==> config.mk <==
export PLATFORM = sky130hd
export DESIGN_NAME = axi_width_upsizer
export DESIGN_NICKNAME = d
export VERILOG_FILES = /design/src/rtl/axi_width_upsizer.sv
export SDC_FILE = /design/constraint.sdc
export NUM_CORES = 1
export LEC_CHECK = 0
export CAP_MARGIN = 20
export CORE_AREA = 10 10 164 166
export CTS_CLUSTER_SIZE = 8
export DETAILED_ROUTE_END_ITERATION = 8
export DIE_AREA = 0 0 174 176
export PLACE_DENSITY_LB_ADDON = 0.1
export RECOVER_POWER = 50
export SYNTH_ARGS = -nofsm -noshare
export SYNTH_HDL_FRONTEND = slang
export SYNTH_SLANG_ARGS = --single-unit
==> constraint.sdc <==
create_clock -name clk_i -period 2.7 [get_ports clk_i]
set_clock_uncertainty 0.2 [all_clocks]
set_input_delay 0.54 -clock clk_i [delete_from_list [all_inputs] [get_ports clk_i]]
set_output_delay 0.54 -clock clk_i [all_outputs]
set_load 0.03 [all_outputs]
==> src/rtl/axi_width_upsizer.sv <==
// axi_width_upsizer: AXI3 upsizer, NARROW_W slave port to WIDE_W master port.
// Ports: clk_i, rst_i; upstream ar/r/aw/w/b (NARROW_W); downstream ar/r/aw/w/b (WIDE_W).
module axi_width_upsizer #(
  parameter int NARROW_W = 32,
  parameter int WIDE_W   = 64,
  parameter int ID_W     = 4,
  parameter int ADDR_W   = 32
) (
  input  logic                  clk_i,
  input  logic                  rst_i,
  input  logic [ID_W-1:0]       arid_i,
  input  logic [ADDR_W-1:0]     araddr_i,
  input  logic [3:0]            arlen_i,
  input  logic [2:0]            arsize_i,
  input  logic [1:0]            arburst_i,
  input  logic                  arvalid_i,
  output logic                  arready_o,
  output logic [ID_W-1:0]       rid_o,
  output logic [NARROW_W-1:0]   rdata_o,
  output logic [1:0]            rresp_o,
  output logic                  rlast_o,
  output logic                  rvalid_o,
  input  logic                  rready_i,
  input  logic [ID_W-1:0]       awid_i,
  input  logic [ADDR_W-1:0]     awaddr_i,
  input  logic [3:0]            awlen_i,
  input  logic [2:0]            awsize_i,
  input  logic [1:0]            awburst_i,
  input  logic                  awvalid_i,
  output logic                  awready_o,
  input  logic [ID_W-1:0]       wid_i,
  input  logic [NARROW_W-1:0]   wdata_i,
  input  logic [NARROW_W/8-1:0] wstrb_i,
  input  logic                  wlast_i,
  input  logic                  wvalid_i,
  output logic                  wready_o,
  output logic [ID_W-1:0]       bid_o,
  output logic [1:0]            bresp_o,
  output logic                  bvalid_o,
  input  logic                  bready_i,
  output logic [ID_W-1:0]       arid_o,
  output logic [ADDR_W-1:0]     araddr_o,
  output logic [3:0]            arlen_o,
  output logic [2:0]            arsize_o,
  output logic [1:0]            arburst_o,
  output logic                  arvalid_o,
  input  logic                  arready_i,
  input  logic [ID_W-1:0]       rid_i,
  input  logic [WIDE_W-1:0]     rdata_i,
  input  logic [1:0]            rresp_i,
  input  logic                  rlast_i,
  input  logic                  rvalid_i,
  output logic                  rready_o,
  output logic [ID_W-1:0]       awid_o,
  output logic [ADDR_W-1:0]     awaddr_o,
  output logic [3:0]            awlen_o,
  output logic [2:0]            awsize_o,
  output logic [1:0]            awburst_o,
  output logic                  awvalid_o,
  input  logic                  awready_i,
  output logic [ID_W-1:0]       wid_o,
  output logic [WIDE_W-1:0]     wdata_o,
  output logic [WIDE_W/8-1:0]   wstrb_o,
  output logic                  wlast_o,
  output logic                  wvalid_o,
  input  logic                  wready_i,
  input  logic [ID_W-1:0]       bid_i,
  input  logic [1:0]            bresp_i,
  input  logic                  bvalid_i,
  output logic                  bready_o
);

  localparam int NB    = NARROW_W / 8;
  localparam int RATIO = WIDE_W / NARROW_W;
  localparam int PW    = $clog2(WIDE_W / 8);
  localparam int LW    = $clog2(NB);
  localparam logic [1:0] BURST_FIXED = 2'b00;

  typedef enum logic {RD_IDLE, RD_BUSY} rd_state_e;
  typedef enum logic [1:0] {WR_IDLE, WR_DATA, WR_RESP} wr_state_e;

  rd_state_e       rd_state_q, rd_state_d;
  wr_state_e       wr_state_q, wr_state_d;
  logic [PW-1:0]   rd_ptr_q, rd_ptr_d, wr_ptr_q, wr_ptr_d;
  logic [2:0]      rd_size_q, rd_size_d, wr_size_q, wr_size_d;
  logic [1:0]      rd_burst_q, rd_burst_d, wr_burst_q, wr_burst_d;
  logic [PW-LW-1:0] rd_lane, wr_lane;
  logic            ar_hs, r_hs, aw_hs, w_hs, b_hs;

  assign ar_hs = arvalid_i & arready_i & (rd_state_q == RD_IDLE);
  assign r_hs  = rvalid_i & rready_i;
  assign aw_hs = awvalid_i & awready_i & (wr_state_q == WR_IDLE);
  assign w_hs  = wvalid_i & wready_i & (wr_state_q == WR_DATA);
  assign b_hs  = bvalid_i & bready_i;

  always_ff @(posedge clk_i or posedge rst_i) begin
    if (rst_i) begin
      rd_state_q <= RD_IDLE;
      wr_state_q <= WR_IDLE;
      rd_ptr_q   <= '0;
      wr_ptr_q   <= '0;
      rd_size_q  <= '0;
      wr_size_q  <= '0;
      rd_burst_q <= '0;
      wr_burst_q <= '0;
    end else begin
      rd_state_q <= rd_state_d;
      wr_state_q <= wr_state_d;
      rd_ptr_q   <= rd_ptr_d;
      wr_ptr_q   <= wr_ptr_d;
      rd_size_q  <= rd_size_d;
      wr_size_q  <= wr_size_d;
      rd_burst_q <= rd_burst_d;
      wr_burst_q <= wr_burst_d;
    end
  end

  // Pointer step is 2^size; oversize steps simply wrap or vanish.
  always_comb begin
    rd_state_d = rd_state_q;
    rd_ptr_d   = rd_ptr_q;
    rd_size_d  = rd_size_q;
    rd_burst_d = rd_burst_q;
    unique case (rd_state_q)
      RD_IDLE: if (ar_hs) begin
        rd_state_d = RD_BUSY;
        rd_ptr_d   = araddr_i[PW-1:0];
        rd_size_d  = arsize_i;
        rd_burst_d = arburst_i;
      end
      RD_BUSY: if (r_hs) begin
        if (rd_burst_q != BURST_FIXED)
          rd_ptr_d = rd_ptr_q + (PW'(1) << rd_size_q);
        if (rlast_i)
          rd_state_d = RD_IDLE;
      end
      default: rd_state_d = RD_IDLE;
    endcase
  end

  always_comb begin
    wr_state_d = wr_state_q;
    wr_ptr_d   = wr_ptr_q;
    wr_size_d  = wr_size_q;
    wr_burst_d = wr_burst_q;
    unique case (wr_state_q)
      WR_IDLE: if (aw_hs) begin
        wr_state_d = WR_DATA;
        wr_ptr_d   = awaddr_i[PW-1:0];
        wr_size_d  = awsize_i;
        wr_burst_d = awburst_i;
      end
      WR_DATA: if (w_hs) begin
        if (wr_burst_q != BURST_FIXED)
          wr_ptr_d = wr_ptr_q + (PW'(1) << wr_size_q);
        if (wlast_i)
          wr_state_d = WR_RESP;
      end
      WR_RESP: if (b_hs) wr_state_d = WR_IDLE;
      default: wr_state_d = WR_IDLE;
    endcase
  end

  assign rd_lane = rd_ptr_q[PW-1:LW];
  assign wr_lane = wr_ptr_q[PW-1:LW];

  always_comb begin
    arvalid_o = arvalid_i & (rd_state_q == RD_IDLE);
    arready_o = arready_i & (rd_state_q == RD_IDLE);
    rdata_o   = rdata_i[rd_lane*NARROW_W +: NARROW_W];
  end

  always_comb begin
    awvalid_o = awvalid_i & (wr_state_q == WR_IDLE);
    awready_o = awready_i & (wr_state_q == WR_IDLE);
    wvalid_o  = wvalid_i & (wr_state_q == WR_DATA);
    wready_o  = wready_i & (wr_state_q == WR_DATA);
    wstrb_o   = '0;
    wstrb_o[wr_lane*NB +: NB] = wstrb_i;
  end

  assign wdata_o   = {RATIO{wdata_i}};
  assign arid_o    = arid_i;
  assign araddr_o  = araddr_i;
  assign arlen_o   = arlen_i;
  assign arsize_o  = arsize_i;
  assign arburst_o = arburst_i;
  assign rid_o     = rid_i;
  assign rresp_o   = rresp_i;
  assign rlast_o   = rlast_i;
  assign rvalid_o  = rvalid_i;
  assign rready_o  = rready_i;
  assign awid_o    = awid_i;
  assign awaddr_o  = awaddr_i;
  assign awlen_o   = awlen_i;
  assign awsize_o  = awsize_i;
  assign awburst_o = awburst_i;
  assign wid_o     = wid_i;
  assign wlast_o   = wlast_i;
  assign bid_o     = bid_i;
  assign bresp_o   = bresp_i;
  assign bvalid_o  = bvalid_i;
  assign bready_o  = bready_i;

endmodule

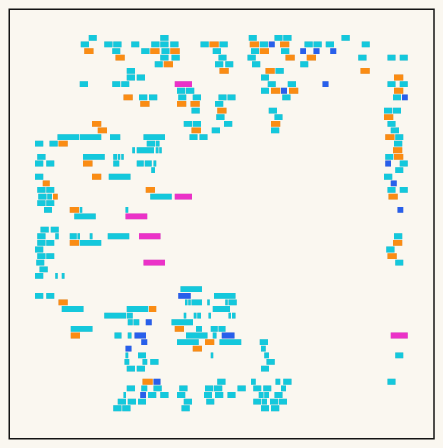
Fig. 1. Cell sizes after repair (run 1).
_2 cells -> orange  # cells 49, share 16%
_0 and _1 cells -> cyan  # cells 231, share 76%
_6 and larger -> magenta  # cells 6, share 2.0%
_3 and _4 cells -> blue  # cells 18, share 5.9%
design area: 0.00361 mm^2
Non-clk bufs: 170

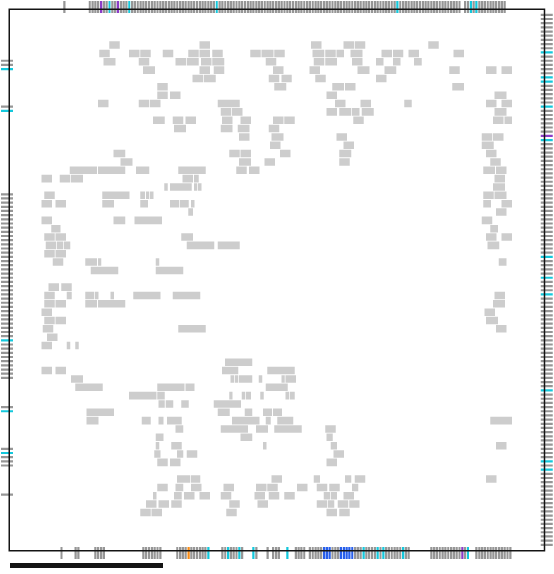
Fig. 2. Pin map (run 1).
The bar under the picture is 50 um long. Pins as bars across the die edge, other pins in gray.
bid_o -> purple  # pins 4, direction output, edge 2 top, 1 bottom, 1 right
wstrb_o -> blue  # pins 8, direction output, edge bottom
wvalid_i -> orange  # pins 1, direction input, edge bottom
awaddr_i -> cyan  # pins 32, direction input, edge 11 right, 10 bottom, 6 top, 5 left
all pins by edge = 148 top, 128 right, 108 bottom, 58 left
number of buffer cells added on primary ports: 165
Die X: 174 um
die height: 176 um

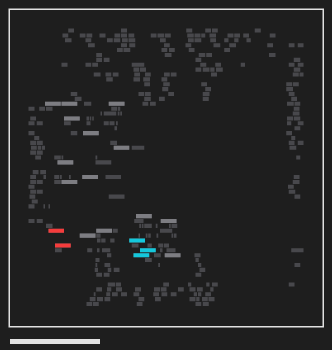
Fig. 3. Register map, names as in the netlist (run 1).
The bar under the picture is 50 um long. Other sequential cells in the stronger gray, the rest of the logic in the fainter gray.
wr_size_q -> cyan  # sequential cells 3
wr_burst_q -> red  # sequential cells 2
sequential share of cell area: 13.2%
sequential power: 0.540 mW

==> PnR_summary.wiki, run 1 <==
=== Synthesis and place and route ===
{| class="wikitable"
! Metric !! Value
|-
| Outcome || finished clean
|-
| Worst-Margin Slew || 1.23 ns
|-
| Synth mux share || 19.9%
|-
| Chip area in the Yosys report || 0.00280 mm^2
|-
| Kind of capture point of the worst setup path || primary output
|-
| Cell type with the highest aggregate area in the netlist || buf_4
|-
| Chain of cells forming the critical path || clkdlybuf4s50_1 > mux2_2 > clkdlybuf4s50_1
|-
| Slowest library cell on the worst path || clkdlybuf4s50_1
|-
| Sequential cell count || 19
|-
| Total global-route track usage || 6.65%
|-
| Part of the Yosys area used for sequential elements || 17.0%
|-
| Critical path endpoint || rdata_o[12]
|-
| Most frequent cell after synthesis || buf_4
|-
| Adder-cell area share of the yosys netlist || 2.32%
|-
| Total number of placement rows || 57
|-
| OpenROAD warning count || 26
|-
| Synth Area in Compound Gates || 1.83%
|-
| Area of the mapped netlist || 0.00280 mm^2
|-
| Worst skew pair latency || 0.25 ns
|-
| Post-route insts no fill || 628
|-
| Leading post-synthesis cells by cell area || buf_4 47%, mux2_2 18%, dfrtp_1 17%
|-
| Pins Over Slew Limit || 0
|-
| Count of hold-fix buffers inserted at cts || 0
|-
| Number of maximum-capacitance violations || 0
|-
| Multi-input combinational cell count || 106
|-
| Most common library cells after synthesis || 176 x buf_4, 45 x mux2_2, 19 x dfrtp_1, 11 x nand2_1
|-
| Internal power contribution || 1.59 mW
|-
| Number of cell instances after yosys synthesis || 313
|-
| Worst slew margin || 17.9%
|-
| Total Wirelength || 11000 um
|-
| Number of DRC violations after detailed routing || 0
|-
| Sequential Power Share || 19.3%
|-
| Worst setup startpoint || rdata_i[44]
|-
| Hold Path Stages || 1
|-
| Async set or reset register ratio after synthesis || 100%
|-
| Final clock-cell share || 2.18%
|-
| Filler cell count || 2711
|-
| Inverter count || 5
|-
| Switching power share of the total || 43.1%
|-
| Number of cells on the worst reg-to-reg path || 8
|-
| Routed vias/inst || 2.95
|-
| Number of antenna violations at the first check in global routing || 0
|-
| Most frequent standard cell in the layout excluding fill and tap cells || clkdlybuf4s50_1
|-
| Part of the cycle the worst path needs || 97.8%
|-
| Area of the die || 0.0306 mm^2
|-
| Number of hold-slack violations in the final timing report || 0
|-
| Weighted congestion at the end of routability-driven global placement || 0.677
|-
| Share of cells above drive strength 1 || 24.0%
|}
## run 1: power groups by stage
stage / logic [mW] / registers (mW) / clock network [mW]
2_1_floorplan: 1.70 / 0.482 / 0
3_3_place_gp: 1.99 / 0.548 / 0
3_5_place_dp: 1.98 / 0.550 / 0
4_1_cts: 1.98 / 0.545 / 0.333
5_1_grt: 2.09 / 0.567 / 0.345
6_report: 1.94 / 0.540 / 0.314
## run 1: logic make-up (layout without fill, tap and decap cells)
group           after synthesis  in the layout
flops                        19             19
mux                          49             49
xor+xnor                      4              4
simple gates                 41             41
buf+inv                     188            179
fa+ha+maj                     4              4
compound gates                8              8
## run 1: timing repair
item / in CTS / in global routing
buffers inserted: 0 / 0
setup endpoints to repair: 0 / 2
resized: 0 / 1
## run 1: worst max-delay path: cells and delay by family
| family | cells | cell delay, ns |
|---|---|---|
| multiplexers | 1 | 0.16 |
| buffers and inverters | 2 | 1.20 |
## run 1: layer usage
layer | vias to the layer above | track usage, % | wire, um
met5 | - | 0.958 | 37
met4 | 2 | 4.03 | 627
met3 | 55 | 3.35 | 1230
met2 | 155 | 12.9 | 6200
met1 | 830 | 5.08 | 2930
li1 | 810 | - | -
## run 1: stage by stage
stage / TNS [ns] / area (um^2) / total power [mW]
floorplan: 0 / 2800 / 2.18
global placement: -0.00654 / 3540 / 2.54
detailed placement: 0 / 3540 / 2.53
CTS: 0 / 3620 / 2.86
global route: 0 / 3610 / 3.00
finish: 0 / 3610 / 2.79
## run 1: registers in the layout, indices dropped and copies added (netlist names)
signal and count:
rd_burst_q 2, rd_state_q 1, wr_ptr_q 3, wr_state_q 2
wr_size_q 3, wr_burst_q 2, rd_ptr_q 3, rd_size_q 3
## Run 2: what changed since run 1
- CTS_CLUSTER_SIZE: 8 -> 40
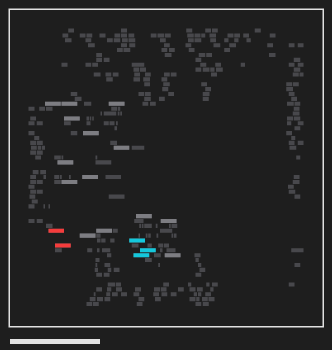
Fig. 4. Register map, names as in the netlist (run 2).
The bar under the picture is 50 um long. Other sequential cells in the stronger gray, the rest of the logic in the fainter gray.
wr_size_q -> cyan  # sequential cells 3
wr_burst_q -> red  # sequential cells 2
not colored = 14
flip-flop and latch area: 475 um^2
Layout Utilization: 15.2%

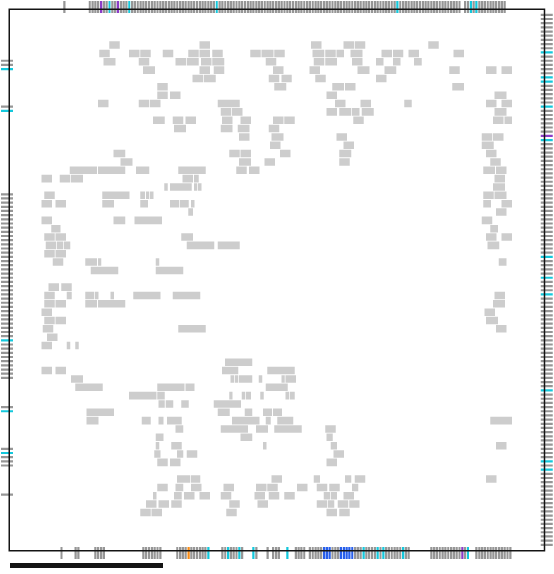
Fig. 5. Pin map (run 2).
The bar under the picture is 50 um long. Pins as bars across the die edge, other pins in gray.
wvalid_i -> orange  # pins 1, direction input, edge bottom
awaddr_i -> cyan  # pins 32, direction input, edge 11 right, 10 bottom, 6 top, 5 left
wstrb_o -> blue  # pins 8, direction output, edge bottom
bid_o -> purple  # pins 4, direction output, edge 2 top, 1 bottom, 1 right
all pins by edge = 148 top, 128 right, 108 bottom, 58 left

==> run 2 against run 1 <==
  * Global-route usage is the same
  * Critical path depth unchanged
  * Hold slack unchanged
  * Synthesized cell count unchanged
  * Combinational power barely moved
  * Flip-flop count did not move
  * Fmax stayed put
  * Clock power about the same
  * Routed wire length is the same
  * Total power is the same
  * Largest cell class unchanged
  * Largest power group unchanged
==> PnR_summary.wiki, run 2 <==
=== Synthesis and place and route ===
{| class="wikitable"
! Metric !! Value
|-
| Outcome || finished clean
|-
| Weighted congestion at the end of routability-driven global placement || 0.677
|-
| Buffers & Inverters on Critical Path || 2
|-
| Area of the multi-input gates || 946 um^2
|-
| Most common library cells after synthesis || 176 x buf_4, 45 x mux2_2, 19 x dfrtp_1, 11 x nand2_1
|-
| Worst path arrival time || 1.90 ns
|-
| Number of DRC violations after detailed routing || 0
|-
| Worst-Margin Slew || 1.23 ns
|-
| Initial DRC count || 34
|-
| Setup repair after global routing missed its margin || false
|-
| Area of the mapped netlist || 0.00280 mm^2
|-
| Number of clock sinks || 19
|-
| Kind of capture point of the worst setup path || primary output
|-
| Total number of placement rows || 57
|-
| Number of cell instances after yosys synthesis || 313
|-
| Routed vias/inst || 2.95
|-
| Post-layout power || 2.79 mW
|-
| Number of buffer cells added on primary ports || 165
|-
| Die height || 176 um
|-
| Part of the cycle the worst path needs || 97.8%
|-
| Final tally of setup violations || 0
|-
| Vias after detailed routing || 1852
|-
| Cell mode on critical path || clkdlybuf4s50_1
|-
| Most frequent cell after synthesis || buf_4
|-
| Pins Over Slew Limit || 0
|-
| Top cells excl fill/tap || 151 x clkdlybuf4s50_1, 45 x mux2_2, 19 x dfrtp_1
|-
| Share of the synthesized area in the top cell type || 47.2%
|-
| Number of buffers between clock root and the deepest sink || 2
|-
| Share of cells above drive strength 1 || 24.0%
|-
| Total global-route track usage || 6.65%
|-
| Starting Density || 11.8%
|-
| Number of hold-slack violations in the final timing report || 0
|-
| Pwr/cell area || 772 mW/mm^2
|-
| Largest stage delay on the critical path || 0.69 ns
|-
| Cell type with the highest aggregate area in the netlist || buf_4
|-
| Average footprint of a synthesized cell || 8.95 um^2
|-
| IO Count || 442
|-
| Number of maximum-capacitance violations || 0
|-
| CTS H-Tree Depth || 1
|-
| Chain of cells forming the critical path || clkdlybuf4s50_1 > mux2_2 > clkdlybuf4s50_1
|-
| Yosys warning tally || 0
|-
| Register clock-pin slew on the reported worst setup and hold paths || 0.06 ns
|-
| Number of distinct library cell variants in the gate-level netlist after synthesis || 30
|-
| Highest ir drop seen on vdd || 196 uV
|-
| OpenROAD warning count || 26
|-
| Slowest library cell on the worst path || clkdlybuf4s50_1
|-
| Crit Reg-Reg Startpoint || rd_size_q[0]
|-
| Die X || 174 um
|-
| Final critical delay including setup and external delays || 2.64 ns
|-
| Most common reg cell || dfrtp_1
|-
| Worst skew pair latency || 0.25 ns
|-
| Hold Startpoint || rd_burst_q[1]
|-
| Count of inserted antenna diode cells || 0
|-
| Area added between synthesis and finish || 29.0%
|-
| Wire length of the first global-routing pass || 15200 um
|-
| Worst slew margin || 17.9%
|-
| Fin Setup TNS || 0 ns
|-
| Number of antenna violations at the first check in global routing || 0
|-
| Async set or reset register ratio after synthesis || 100%
|-
| Part of the Yosys area used for sequential elements || 17.0%
|-
| Synthesized instance count || 313
|-
| Delay-heaviest family, CP || buffers and inverters
|-
| Hpwl dp || 9720 um
|-
| Leading post-synthesis cells by cell area || buf_4 47%, mux2_2 18%, dfrtp_1 17%
|-
| Type of the worst setup path || in -> out
|-
| Total Wirelength || 11000 um
|-
| Vias in the first global route || 2129
|-
| Synthesized net count || 537
|-
| Number of search-and-repair iterations in the first detailed-routing pass || 4
|-
| Antenna-violating nets left || 0
|-
| Count of library flops with an enable pin || 0
|-
| Clock tree from TritonCTS || yes
|-
| Hold WC Path Type || reg -> reg
|-
| Worst setup startpoint || rdata_i[44]
|-
| Area of the die || 0.0306 mm^2
|-
| Most frequent standard cell in the layout excluding fill and tap cells || clkdlybuf4s50_1
|-
| Pin count of the biggest net entering global routing || 35
|-
| Chip area in the Yosys report || 0.00280 mm^2
|-
| Type of element launching the critical path || input port
|-
| Count of hold-fix buffers inserted at cts || 0
|-
| Worst Path Max Fanout || 1
|-
| Filler cell count || 2711
|-
| Static leakage power || 1.33 nW
|}
[run 2: cell counts after synthesis]
No cell type changed its count.
[run 2: logic make-up after synthesis]
kind of cell / synth area share, %
compound gates: 1.83
xor+xnor: 1.25
fa+ha+maj: 2.32
buf+inv: 49.3
flops: 17.0
mux: 19.9
simple gates: 8.44
[run 2: final timing paths]
check | end | slack, ns | depth (start not counted)
max | rdata_o[12] | 0.06 | 3
min | rd_burst_q[1] | 0.32 | 1
max reg2reg | rd_ptr_q[2] | 0.53 | 8
min reg2reg | rd_burst_q[1] | 0.32 | 1
max in group asynchronous | wr_ptr_q[0] | 0.64 | 3
min in group asynchronous | rd_burst_q[1] | 0.93 | 3
[run 2: timing repair]
action | CTS | global route
setup endpoints to repair | 0 | 2
buffers inserted | 0 | 0
hold endpoints to repair | 0 | 0
gates resized | 0 | 1
[run 2: report_power, final]
part / internal [mW] / leakage, nW / switching, mW
combinational: 0.972 / 1.06 / 0.967
clock: 0.201 / 0.0382 / 0.112
sequential: 0.416 / 0.224 / 0.124
total: 1.59 / 1.33 / 1.20
[run 2: final cells by class]
type,instances,area share [%]
timing repair buffer,170,46.8
multi-input combinational,106,26.2
tap,324,11.2
inverter,5,0.519
clock buffer,4,2.18
sequential,19,13.2
[run 2: metrics by stage]
stage	cell area (um^2)	hold WS, ns	setup WS (ns)	std cells
after floorplan	2800	0.280	0.599	313
after global placement	3540	0.298	-0.00654	624
after detailed placement	3540	0.299	0.00421	624
after CTS	3620	0.320	0.00200	628
after global routing	3610	0.333	0.00685	628
final	3610	0.321	0.0599	628
[run 2: metal layers]
layer / GRT usage [%] / part of all wire [%]
met4: 4.03 / 5.7
met2: 12.9 / 56
met5: 0.958 / 0.34
met3: 3.35 / 11
met1: 5.08 / 27
Power and IR drop assume default switching activity.
